==> run_1/met1.png <==
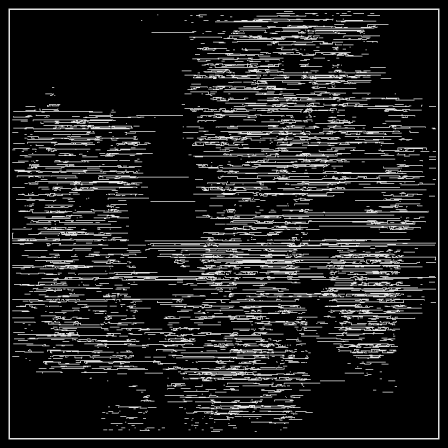
==> run_1/met2.png <==
Scale bar: 50 um. Cells faint in the background.
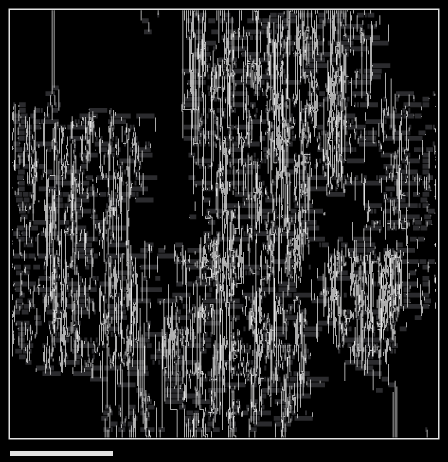
==> run_1/met3.png <==
Scale bar: 50 um.
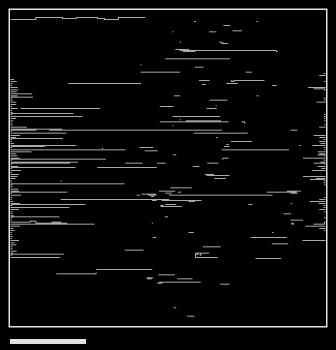
==> run_1/met4.png <==
Cells faint in the background.
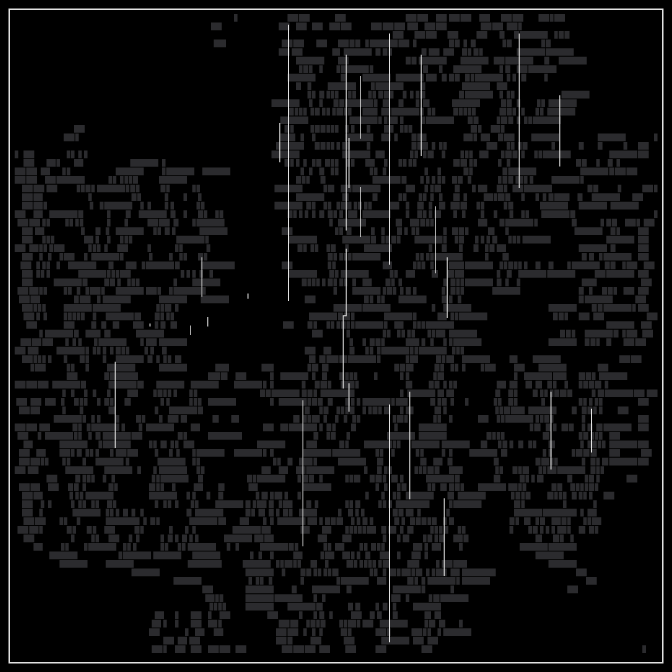
==> config.mk <==
export PLATFORM = sky130hd
export DESIGN_NAME = bus_memtest_init
export DESIGN_NICKNAME = d
export VERILOG_FILES = /design/src/rtl/memtest_pkg.sv /design/src/rtl/memtest_lfsr.sv /design/src/rtl/bus_memtest_init.sv
export SDC_FILE = /design/constraint.sdc
export NUM_CORES = 1
export LEC_CHECK = 0
export ABC_AREA = 1
export CORE_UTILIZATION = 30
export DETAILED_ROUTE_END_ITERATION = 16
export HOLD_SLACK_MARGIN = 0.02
export PLACE_DENSITY = 0.55
export SLEW_MARGIN = 10
export SYNTH_ARGS = -nofsm -noshare
export SYNTH_HDL_FRONTEND = slang
export SYNTH_SLANG_ARGS = --single-unit
==> constraint.sdc <==
create_clock -name clk_i -period 8.1 [get_ports clk_i]
set_input_delay 1.62 -clock clk_i [delete_from_list [all_inputs] [get_ports clk_i]]
set_output_delay 1.62 -clock clk_i [all_outputs]
set_load 0.02 [all_outputs]
==> src/rtl/memtest_pkg.sv <==
// Shared types and constants for the bus memory-test initiator and its LFSR.
package memtest_pkg;

   typedef enum logic [2:0] {
      ST_IDLE,
      ST_WR,
      ST_RD_REQ,
      ST_RD_WAIT,
      ST_FIN
   } state_t;

   localparam logic [31:0] LFSR_POLY_DEF = 32'h80200003;
   localparam logic [31:0] SEED_ZERO_SUB = 32'h1;

   // Right-shifting Galois step: the shifted-out bit folds the taps back in.
   function automatic logic [31:0] lfsr_next(input logic [31:0] val, input logic [31:0] poly);
      lfsr_next = (val >> 1) ^ (val[0] ? poly : 32'h0);
   endfunction

endpackage

==> src/rtl/memtest_lfsr.sv <==
// 32-bit Galois LFSR pattern source; a zero seed is replaced so the register never locks up.
module memtest_lfsr
   import memtest_pkg::*;
#(
   parameter logic [31:0] POLY = LFSR_POLY_DEF
) (
   input  logic        clk_i,
   input  logic        rst_i,
   input  logic        load_i,
   input  logic [31:0] seed_bi,
   input  logic        step_i,
   output logic [31:0] val_bo
);

   logic [31:0] val_d;
   logic [31:0] val_q;

   always_comb begin
      val_d = val_q;
      if (load_i) begin
         val_d = (seed_bi == 32'h0) ? SEED_ZERO_SUB : seed_bi;
      end else if (step_i) begin
         val_d = lfsr_next(val_q, POLY);
      end
   end

   always_ff @(posedge clk_i or posedge rst_i) begin
      if (rst_i) begin
         val_q <= 32'h0;
      end else begin
         val_q <= val_d;
      end
   end

   assign val_bo = val_q;

endmodule

==> src/rtl/bus_memtest_init.sv <==
// Bus initiator: writes an LFSR pattern over a word range, reads it back and reports the result.
// Build option MEMTEST_TIMEOUT_EN bounds each read-response wait and counts a timeout as an error.
//
// state      | meaning
// -----------+------------------------------------------------------------
// ST_IDLE    | waiting for start_i, result registers hold the last outcome
// ST_WR      | write request for word idx held until ack
// ST_RD_REQ  | read request for word idx held until ack
// ST_RD_WAIT | request dropped, waiting for resp (or timeout) to compare
// ST_FIN     | done_o pulse with pass_o valid, back to idle next cycle
module bus_memtest_init
   import memtest_pkg::*;
#(
   parameter int          WSIZE_MAX      = 1024,
   parameter logic [31:0] LFSR_POLY      = LFSR_POLY_DEF,
   parameter int          TIMEOUT_CYCLES = 255
) (
   input  logic        clk_i,
   input  logic        rst_i,
   input  logic        start_i,
   input  logic [31:0] base_addr_bi,
   input  logic [15:0] wsize_bi,
   input  logic [31:0] seed_bi,
   output logic        busy_o,
   output logic        done_o,
   output logic        pass_o,
   output logic [15:0] err_cnt_bo,
   output logic [31:0] first_err_addr_bo,
   output logic        bus_req_o,
   output logic        bus_we_o,
   output logic [31:0] bus_addr_bo,
   output logic [31:0] bus_wdata_bo,
   output logic [3:0]  bus_be_bo,
   input  logic        bus_ack_i,
   input  logic        bus_resp_i,
   input  logic [31:0] bus_rdata_bi
);

   state_t      state_d, state_q;
   logic [15:0] idx_d, idx_q;
   logic [15:0] size_d, size_q;
   logic [31:0] base_d, base_q;
   logic [31:0] seed_d, seed_q;
   logic [31:0] addr_d, addr_q;
   logic        req_d, req_q;
   logic        we_d, we_q;
   logic        busy_d, busy_q;
   logic        done_d, done_q;
   logic        pass_d, pass_q;
   logic [15:0] err_d, err_q;
   logic [31:0] first_d, first_q;

   logic        lfsr_load;
   logic        lfsr_step;
   logic [31:0] lfsr_seed;
   logic [31:0] lfsr_val;

   logic [15:0] wsize_sat;
   logic [31:0] base_aligned;
   logic        last_word;
   logic        rd_done;
   logic        rd_bad;
   logic [1:0]  base_lsb_unused;

`ifdef MEMTEST_TIMEOUT_EN
   logic [7:0]  tmo_d, tmo_q;
`else
   logic [7:0]  tmo_cfg_unused;
   assign tmo_cfg_unused = 8'(TIMEOUT_CYCLES);
`endif

   assign base_lsb_unused = base_addr_bi[1:0];
   assign base_aligned    = {base_addr_bi[31:2], 2'b00};
   assign wsize_sat       = (wsize_bi > 16'(WSIZE_MAX)) ? 16'(WSIZE_MAX) : wsize_bi;
   assign last_word       = (idx_q == (size_q - 16'd1));

   memtest_lfsr #(
      .POLY (LFSR_POLY)
   ) u_lfsr (
      .clk_i   (clk_i),
      .rst_i   (rst_i),
      .load_i  (lfsr_load),
      .seed_bi (lfsr_seed),
      .step_i  (lfsr_step),
      .val_bo  (lfsr_val)
   );

   always_comb begin
      state_d   = state_q;
      idx_d     = idx_q;
      size_d    = size_q;
      base_d    = base_q;
      seed_d    = seed_q;
      addr_d    = addr_q;
      req_d     = req_q;
      we_d      = we_q;
      done_d    = 1'b0;
      pass_d    = pass_q;
      err_d     = err_q;
      first_d   = first_q;
      lfsr_load = 1'b0;
      lfsr_step = 1'b0;
      lfsr_seed = seed_q;
      rd_done   = 1'b0;
      rd_bad    = 1'b0;
`ifdef MEMTEST_TIMEOUT_EN
      tmo_d     = tmo_q;
`endif

      case (state_q)
         ST_IDLE: begin
            if (start_i) begin
               base_d    = base_aligned;
               size_d    = wsize_sat;
               seed_d    = seed_bi;
               lfsr_load = 1'b1;
               lfsr_seed = seed_bi;
               idx_d     = 16'd0;
               err_d     = 16'd0;
               first_d   = 32'h0;
               pass_d    = 1'b0;
               if (wsize_sat == 16'd0) begin
                  state_d = ST_FIN;
                  done_d  = 1'b1;
                  pass_d  = 1'b1;
               end else begin
                  state_d = ST_WR;
                  req_d   = 1'b1;
                  we_d    = 1'b1;
                  addr_d  = base_aligned;
               end
            end
         end

         ST_WR: begin
            if (bus_ack_i) begin
               if (last_word) begin
                  lfsr_load = 1'b1;
                  idx_d     = 16'd0;
                  addr_d    = base_q;
                  we_d      = 1'b0;
                  state_d   = ST_RD_REQ;
               end else begin
                  lfsr_step = 1'b1;
                  idx_d     = idx_q + 16'd1;
                  addr_d    = addr_q + 32'd4;
               end
            end
         end

         ST_RD_REQ: begin
            if (bus_ack_i) begin
               req_d   = 1'b0;
               state_d = ST_RD_WAIT;
`ifdef MEMTEST_TIMEOUT_EN
               tmo_d   = 8'(TIMEOUT_CYCLES - 1);
`endif
            end
         end

         ST_RD_WAIT: begin
            rd_done = bus_resp_i;
            rd_bad  = bus_resp_i && (bus_rdata_bi != lfsr_val);
`ifdef MEMTEST_TIMEOUT_EN
            // A missing response is scored as a bad word and the test moves on.
            if (!bus_resp_i) begin
               if (tmo_q == 8'd0) begin
                  rd_done = 1'b1;
                  rd_bad  = 1'b1;
               end else begin
                  tmo_d = tmo_q - 8'd1;
               end
            end
`endif
            if (rd_done) begin
               if (rd_bad) begin
                  if (err_q != 16'hFFFF) begin
                     err_d = err_q + 16'd1;
                  end
                  if (err_q == 16'd0) begin
                     first_d = addr_q;
                  end
               end
               lfsr_step = 1'b1;
               if (last_word) begin
                  state_d = ST_FIN;
                  done_d  = 1'b1;
                  pass_d  = (err_d == 16'd0);
               end else begin
                  idx_d   = idx_q + 16'd1;
                  addr_d  = addr_q + 32'd4;
                  req_d   = 1'b1;
                  state_d = ST_RD_REQ;
               end
            end
         end

         ST_FIN: begin
            state_d = ST_IDLE;
         end

         default: begin
            state_d = ST_IDLE;
            req_d   = 1'b0;
            we_d    = 1'b0;
         end
      endcase

      busy_d = (state_d != ST_IDLE);
   end

   always_ff @(posedge clk_i or posedge rst_i) begin
      if (rst_i) begin
         state_q <= ST_IDLE;
         idx_q   <= 16'd0;
         size_q  <= 16'd0;
         base_q  <= 32'h0;
         seed_q  <= 32'h0;
         addr_q  <= 32'h0;
         req_q   <= 1'b0;
         we_q    <= 1'b0;
         busy_q  <= 1'b0;
         done_q  <= 1'b0;
         pass_q  <= 1'b0;
         err_q   <= 16'd0;
         first_q <= 32'h0;
`ifdef MEMTEST_TIMEOUT_EN
         tmo_q   <= 8'd0;
`endif
      end else begin
         state_q <= state_d;
         idx_q   <= idx_d;
         size_q  <= size_d;
         base_q  <= base_d;
         seed_q  <= seed_d;
         addr_q  <= addr_d;
         req_q   <= req_d;
         we_q    <= we_d;
         busy_q  <= busy_d;
         done_q  <= done_d;
         pass_q  <= pass_d;
         err_q   <= err_d;
         first_q <= first_d;
`ifdef MEMTEST_TIMEOUT_EN
         tmo_q   <= tmo_d;
`endif
      end
   end

   assign busy_o            = busy_q;
   assign done_o            = done_q;
   assign pass_o            = pass_q;
   assign err_cnt_bo        = err_q;
   assign first_err_addr_bo = first_q;
   assign bus_req_o         = req_q;
   assign bus_we_o          = we_q;
   assign bus_addr_bo       = addr_q;
   assign bus_wdata_bo      = lfsr_val;
   assign bus_be_bo         = 4'hF;

endmodule
==> run notes, run 1 <==
The flow ran to the end, and the final reports show no timing, DRC or antenna violations. Among logic cells in the layout, the one with the most instances is sky130_fd_sc_hd__nand2_1. Per the synthesis report, the XOR/XNOR share of the synthesized area is 6.60%. The number of antenna diodes in the final layout is 0. The setup path with the least slack is of type reg2reg.

The worst hold path was traced through 2 stages. The chip area is 0.0432 mm2. The logs give 0.00633 mm2 for the total area of multi-input combinational cells and 3390 ps for the register-to-register path setup slack. The number of standard cells reported by yosys was 1825.

The tools report the source of the critical timing path as state_q[0]$_DFF_PP0_. The die width was 208 um; the leakage power was 7.80 nW. The first-pass GRT wire length was 64100 um. The standard cell with the maximum stage delay on the critical path is sky130_fd_sc_hd__inv_2. The run gives 208 um for the die extent in y.

Setup repair after global routing left no endpoint under its margin. Among all flip-flop cells after synthesis, the most frequent one is sky130_fd_sc_hd__dfrtp_1. Counting flops with an async set or reset pin after synthesis yields a share of 100%. The largest incremental delay on the critical path was 830 ps.

Looking at the clock tree report, the maximum root-to-sink buffer count equals 3. Number of endpoints with negative hold slack in the final report: 0. In the routed design, unresolved DRC markers number 0. For this configuration, the core starts out at a cell density of 30.4%. The synthesis-to-layout area growth was 28.7%. The tools report the post-placement cell area as 0.0154 mm2. The stat command in Yosys gives a chip area of 0.0127 mm2.

In the Yosys report, the sequential cells make up 41.3% of the chip area. The tools report the endpoint of the worst register-to-register path as bus_addr_bo[25]$_DFFE_PP0P_. The remaining max-slew budget at the tightest pin was 25.3%.

The run gives 46 for the worst-path maximum fanout. The worst setup path is launched from a flip-flop. The number of maximum-capacitance violations recorded for the run is 0. Of the total synthesized cell area, the portion taken by AND, OR, NAND and NOR gates is 36.0%. In this run the tool buffered the top-level ports with 227 buffer cells. Cell seen most often among critical-path stages: sky130_fd_sc_hd__inv_1.

The library cells used most frequently in the layout, excluding fill and tap cells, are 671 x sky130_fd_sc_hd__nand2_1, 227 x sky130_fd_sc_hd__clkdlybuf4s50_1, 210 x sky130_fd_sc_hd__dfrtp_1, 194 x sky130_fd_sc_hd__inv_1, 176 x sky130_fd_sc_hd__nand3_1. The STA report counts the stages on the worst setup path as 14. After detailed routing, the met3 layer carries 2820 um of wire. Post-route cell area: 0.0164 mm2.

Per the layout report, the design carries 200 non-clock inverters. The worst flop-to-flop path startpoint is state_q[0]$_DFF_PP0_.
Notes on met1.png above:
main direction: horizontal
share of all routed wire: 46%
wire length on this layer: 18300 um
aggregate routed wire length: 39500 um
fraction of met1 tracks used by global routing: 24.9%
total number of vias: 12105

Notes on met2.png above:
longest straight run: 76.2 um
main direction: vertical
met2 layer usage reported by global route: 29.3%

Notes on met3.png above:
main direction: horizontal
wire length on this layer: 2820 um
met3 Track Usage GR: 4.52%

Notes on met4.png above:
wire length on this layer: 743 um
longest straight run: 87.7 um
nets with wire on the layer: 15
share of all routed wire: 1.9%

[run 1: state kept, by name (all words and copies together) (netlist names)]
signal	flops
pass_o	1
size_q	16
idx_q	16
bus_req_o	1
busy_o	1
first_err_addr_bo	30
base_q	30
err_cnt_bo	16
state_q	3
u_lfsr.val_bo	32
bus_we_o	1
bus_addr_bo	30
seed_q	32
done_o	1
[run 1: power breakdown]
group | total (mW) | internal [mW] | switching (mW)
Combinational | 2.46 | 0.912 | 1.55
Clock | 1.37 | 0.881 | 0.488
Sequential | 1.75 | 1.39 | 0.359
Total | 5.58 | 3.18 | 2.40
[run 1: tightest hold or removal path, stage by stage, from the launching register on]
cell and delay, ps:
sky130_fd_sc_hd__dfrtp_1 350, sky130_fd_sc_hd__nand2_1 50, sky130_fd_sc_hd__nand2_1 50
## Run 2: what changed since run 1
Settings changed: PLACE_DENSITY 0.55 to 0.57.
Clock period 8.1 ns to 3.8 ns, I/O delays scaled along.
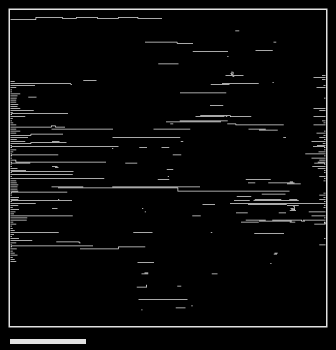
(run_2/met3.png)
Scale bar: 50 um.
share of all routed wire: 6.6%
nets with wire on the layer: 196
aggregate routed wire length: 39600 um
total number of vias: 12162
met3 Track Usage GR: 4.31%

==> run 2 against run 1 <==
Against the previous run:
- area after synthesis unchanged
- non-clock buffer count up 22
- combinational power up 120%
==> run notes, run 2 <==
Number of standard cells reported by yosys: 1825 (unchanged). The tools report the maximum clock path buffer count as 3 (unchanged). Heaviest power group: combinational cells.

Per the timing report, the most critical flop-to-flop path finishes at idx_q[10]$_DFFE_PP0P_. By instance count after routing, the leading logic cell types are 671 x sky130_fd_sc_hd__nand2_1, 227 x sky130_fd_sc_hd__clkdlybuf4s50_1, 210 x sky130_fd_sc_hd__dfrtp_1, 194 x sky130_fd_sc_hd__inv_1, 176 x sky130_fd_sc_hd__nand3_1. The remaining max-slew budget at the tightest pin is 36.7% (+11 points). The power dissipated in sequential cells is 3.71 mW (+110%).

The hold path depth was 2 (unchanged). Setup repair after global routing left no endpoint under its margin. With the share of total power consumed by net switching at 43.2% (+0.29 points), the antenna diode count is 0 (unchanged). Leakage power: 7.87 nW (+0.99%).

The run gives 45.8% (+1.7 points) for the combinational cell fraction of total power. For the first-pass GRT wire length, the log shows 64800 um (+0.99%). The amount of wire on met3 after detailed routing is 2600 um (-7.8%). The number of endpoints with negative hold slack in the final report came out at 0 (unchanged).

The launch point of the worst register-to-register path is recorded as size_q[0]$_DFFE_PP0P_. Counting stages on the worst path, the most repeated cell is sky130_fd_sc_hd__nand2_1. Critical path launch point type: a flip-flop. The post-placement cell area came out at 0.0156 mm2 (+1.5%). Tracing the worst setup path back leads to its startpoint at size_q[0]$_DFFE_PP0P_. The count of port buffers added during placement was 227 (unchanged); the register-to-register path setup slack was 550 ps (-2840 ps). The run gives 0 (unchanged) for the max-capacitance violation count. The initial cell density of the core is 30.4% (unchanged). The post-route cell area came out at 0.0165 mm2 (+0.89%). The run finished with clean final reports. Most common flop cell mapped by yosys: sky130_fd_sc_hd__dfrtp_1. For the net switching power, the log shows 5.11 mW (+110%).

The most common cell after layout, fill and taps aside was sky130_fd_sc_hd__nand2_1. Chip area: 0.0432 mm2 (unchanged). The total internal power was 6.70 mW (+110%). The largest incremental delay on the critical path was 400 ps (-430 ps); the synthesis-to-layout area growth was 29.9%. For the sequential cell fraction of total power, the log shows 31.4% (about the same). The number of cells on the critical path came out at 16 (+2). The total area of multi-input combinational cells is 0.00634 mm2 (about the same). Power attributed to the clock group: 2.70 mW (+97%). The tools report the share of power burned in the clock network as 22.8% (-1.7 points).

Per the STA report, the cell with the highest stage delay on the worst path is sky130_fd_sc_hd__dfrtp_1. The run gives 208 um (unchanged) for the die width. The count of non-CTS inverters in the layout works out to 200 (unchanged). The logs give 0 (unchanged) for the DRC violation count after routing and 5.41 mW (+120%) for the power in combinational cells.

With the met2 usage at 29.9% (+0.56 points), the die extent in y is 208 um (unchanged).
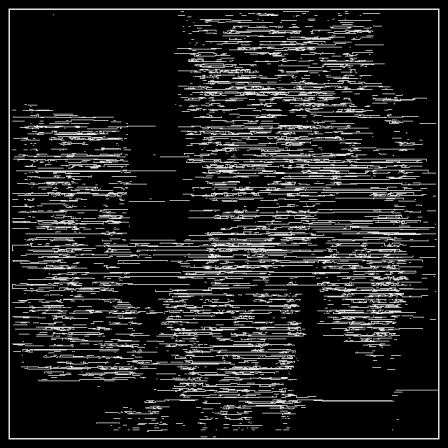
(run_2/met1.png)
wire length on this layer: 18700 um
main direction: horizontal
nets with wire on the layer: 1933
share of all routed wire: 47%
fraction of met1 tracks used by global routing: 25.1%

[run 2: kinds of logic (layout without fill, tap and decap cells)]
logic type | Yosys count | after routing | share of synthesized area, %
AND/OR/NAND/NOR | 1076 | 1076 | 36.0
AND-OR/OR-AND | 152 | 152 | 6.32
other | 2 | 8 | 0.0591
flip-flops | 210 | 210 | 41.3
buffers and inverters | 285 | 505 | 9.16
XOR/XNOR | 95 | 95 | 6.60
adder cells (fa/ha/maj) | 5 | 5 | 0.492
[run 2: through the flow]
| step | power, mW | hold WS, ps | std cells |
|---|---|---|---|
| after floorplan | 7.18 | 442 | 1831 |
| after global placement | 9.09 | 456 | 2542 |
| after detailed placement | 9.16 | 466 | 2542 |
| after CTS | 11.9 | 482 | 2590 |
| after global routing | 12.8 | 521 | 2590 |
| final | 11.8 | 486 | 2590 |
Power is estimated from default activity; no workload was simulated.
